File: src/rtl/alu_exec_unit.sv
// alu_exec_unit
//   Execute-stage arithmetic block for a single-cycle 32-bit MIPS-style core.
//   Holds the ALU-control decoder, the 32-bit ALU with zero/negative flags,
//   a 2-bit registered status register read by branch/jump control, and the
//   two PC adders (PC+4 and branch target).
//
// Ports
//   clk        in   1   clock; status register updates on rising edge
//   rst_n      in   1   asynchronous active-low reset of status register
//   aluop      in   2   ALUOp from main control
//   funct      in   6   instruction bits [5:0]
//   a          in  32   ALU operand A
//   b          in  32   ALU operand B
//   stat_we    in   1   status register write enable
//   pc         in  32   current program counter
//   imm_sext   in  32   sign-extended immediate
//   alu_ctl    out  3   decoded operation code
//   result     out 32   ALU result (combinational)
//   zout       out  1   result == 0 (combinational)
//   nout       out  1   result[31] (combinational)
//   status     out  2   registered {N, Z}
//   pc_plus4   out 32   pc + 4
//   br_target  out 32   pc_plus4 + (imm_sext << 2)
module alu_exec_unit (
    input  logic        clk,
    input  logic        rst_n,
    input  logic [1:0]  aluop,
    input  logic [5:0]  funct,
    input  logic [31:0] a,
    input  logic [31:0] b,
    input  logic        stat_we,
    input  logic [31:0] pc,
    input  logic [31:0] imm_sext,
    output logic [2:0]  alu_ctl,
    output logic [31:0] result,
    output logic        zout,
    output logic        nout,
    output logic [1:0]  status,
    output logic [31:0] pc_plus4,
    output logic [31:0] br_target
);

    logic [2:0]  w_ctl;
    logic [31:0] w_sum;
    logic [31:0] w_diff;
    logic        w_slt;
    logic [31:0] w_result;
    logic [1:0]  r_status;

    // ALU control decode
    always_comb begin
        w_ctl = 3'b010;
        case (aluop)
            2'b00: w_ctl = 3'b010;
            2'b01: w_ctl = 3'b110;
            2'b11: w_ctl = 3'b001;
            2'b10: begin
                case (funct)
                    6'b100000: w_ctl = 3'b010;
                    6'b100010: w_ctl = 3'b110;
                    6'b100100: w_ctl = 3'b000;
                    6'b100101: w_ctl = 3'b001;
                    6'b100111: w_ctl = 3'b100;
                    6'b100110: w_ctl = 3'b011;
                    6'b101010: w_ctl = 3'b111;
                    // jr/jalr and unknown functs fall back to ADD
                    default:   w_ctl = 3'b010;
                endcase
            end
            default: w_ctl = 3'b010;
        endcase
    end

    assign w_sum  = a + b;
    assign w_diff = a - b;

    // Signed less-than taken from the sign of the true 33-bit difference:
    // when the operand signs differ the 32-bit subtraction may overflow, but
    // then a < b exactly when a is the negative one.
    assign w_slt = (a[31] ^ b[31]) ? a[31] : w_diff[31];

    always_comb begin
        w_result = w_sum;
        case (w_ctl)
            3'b000:  w_result = a & b;
            3'b001:  w_result = a | b;
            3'b010:  w_result = w_sum;
            3'b110:  w_result = w_diff;
            3'b100:  w_result = ~(a | b);
            3'b011:  w_result = a ^ b;
            3'b111:  w_result = {31'd0, w_slt};
            default: w_result = w_sum;   // 101 is unused, behaves as ADD
        endcase
    end

    assign alu_ctl = w_ctl;
    assign result  = w_result;
    assign zout    = (w_result == 32'd0);
    assign nout    = w_result[31];

    // Status register: captures {N, Z}, cleared immediately by reset
    always_ff @(posedge clk or negedge rst_n) begin
        if (!rst_n) begin
            r_status <= 2'b00;
        end else if (stat_we) begin
            r_status <= {w_result[31], (w_result == 32'd0)};
        end
    end

    assign status = r_status;

    // PC adders, both modulo 2^32; the top two immediate bits shift out
    assign pc_plus4  = pc + 32'h4;
    assign br_target = pc_plus4 + (imm_sext << 2);

endmodule

File: config.mk
export PLATFORM = sky130hd
export DESIGN_NAME = alu_exec_unit
export DESIGN_NICKNAME = d
export VERILOG_FILES = /design/src/rtl/alu_exec_unit.sv
export SDC_FILE = /design/constraint.sdc
export NUM_CORES = 1
export LEC_CHECK = 0
export CORE_ASPECT_RATIO = 1.75
export CORE_MARGIN = 2
export CORE_UTILIZATION = 50
export DETAILED_ROUTE_END_ITERATION = 7
export DONT_BUFFER_PORTS = 1
export GPL_ROUTABILITY_DRIVEN = 0
export PLACE_DENSITY_LB_ADDON = 0.05
export SYNTH_ARGS = -nofsm -noshare
export SYNTH_HDL_FRONTEND = slang
export SYNTH_SLANG_ARGS = --single-unit
File: constraint.sdc
create_clock -name clk -period 24.6 [get_ports clk]
set_input_delay 7.38 -clock clk [delete_from_list [all_inputs] [get_ports clk]]
set_output_delay 7.38 -clock clk [all_outputs]
set_load 0.02 [all_outputs]
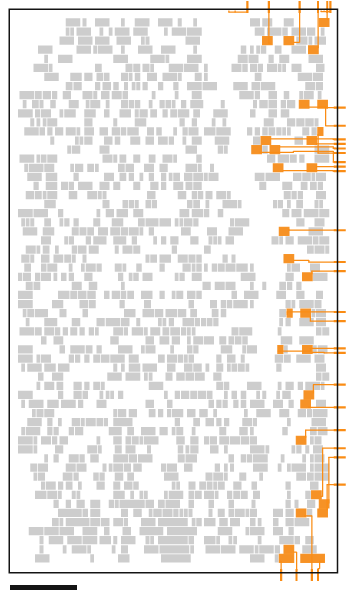
Fig. 1. Nets reached from selected ports.
The bar under the picture is 20 um long.
orange -> br_target  # bits 32, direction output, edge 22 east, 6 north, 4 south, end cells 30, wire 356 um
IO buf count: 0
io pins: 242

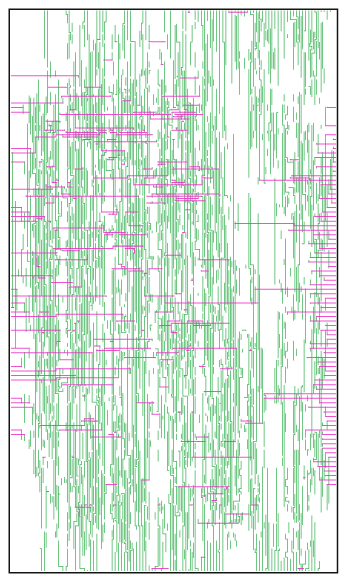
Fig. 2. Routed metal, one color a layer.
Only two layers are drawn.
magenta -> met3  # wire length 1840 um
green -> met2  # wire length 14800 um
All-Layer GR Usage: 31.97%
vias: 8676
final wirelength: 28140 um
DR WL/cell: 22.33 um

==> ci_impl_report.md <==
## Implementation flow summary

| Metric | Value |
|---|---|
| R2R Setup Slk | `23.81 ns` |
| DRT iter0 DRCs | `514` |
| Tcrit/Tclk final | `~80%` |
| First-pass GRT wire length | `~43000 um` |
| Most numerous logic cells after layout | `ha_1, inv_1, nor2_1, a21oi_1, nand2_1` |
| RSZ-0062 raised after global routing | `false` |
| Area growth, synth to finish | `1.266%` |
| CP max FO | `11` |
| Placed cells | `about 1300` |
| CP arrival | `about 12 ns` |
| Final WS setup | `around 5 ns` |
| Yosys simple share | `about a quarter` |
| Ys cells | `between 1000 and 1500` |
| Worst skew pair latency | `around 0.22 ns` |
| Status | `finished, final reports clean` |
| Drt via density | `a little under 7` |
| Seq share, synth | `less than 1%` |
| # diodes | `0` |
| M1 WL | `~9400 um` |
| Placed Area | `~7700 sq um` |
| Critical Path Sink | `zout` |
| Core Util, Final | `about half` |
| Layout cell share with drive strength beyond 1 | `approximately 3.8%` |
| R2r worst-path depth | `2` |
| Number of max-cap violations | `0` |
| Core ar. | `approximately 15000 sq um` |
| Worst hold slack | `around 0.63 ns` |
cell usage after synthesis, drive strengths merged, types with 24 or more instances:
| master | n |
|---|---|
| a21o | 42 |
| a21oi | 79 |
| buf | 31 |
| clkbuf | 28 |
| ha | 125 |
| inv | 108 |
| nand2 | 60 |
| nand3 | 39 |
| nor2 | 85 |
| nor3 | 37 |
| o211ai | 24 |
| o21ai | 57 |
| xnor2 | 42 |
layer usage:
| layer | GRT usage [%] | vias up |
|---|---|---|
| li1 | - | 4099 |
| met3 | 3.944 | 129 |
| met2 | 62.03 | 410 |
| met1 | 31.28 | 4038 |
| met4 | 19.75 | 0 |
| met5 | 0 | - |
where the power goes:
part | internal, mW | switching (mW) | total (mW)
Clock | 0.0207 | 0.00357 | 0.0242
Combinational | 0.0704 | 0.145 | 0.216
Sequential | 0.00360 | 0.000568 | 0.00417
Total | 0.0947 | 0.149 | 0.244
worst max-delay path, stage by stage:
cell	delay, ns
inv_1	0.03
ha_1	0.41
nand2b_1	0.22
a21oi_1	0.43
o2111ai_1	0.32
nand4_1	0.28
a31oi_1	0.21
o21ai_1	0.26
a31oi_1	0.13
nor2_1	0.10
nor2_1	0.07
fa_1	0.39
a22oi_1	0.20
nor2_1	0.06
a32oi_1	0.15
o211ai_1	0.31
nor3_1	0.28
nand4b_1	0.14
and4bb_1	0.39
nand3_1	0.13
nor3_2	0.32
final cells by class:
class	instances	area, sq um
flip-flops and latches	2	50.05
multi-input cells	950	6967
inverters	109	409.1
clock buffers	3	75.07
repair buffers	10	75.07
well taps	186	232.7
fillers	1640	7431
Power and IR drop assume default switching activity.
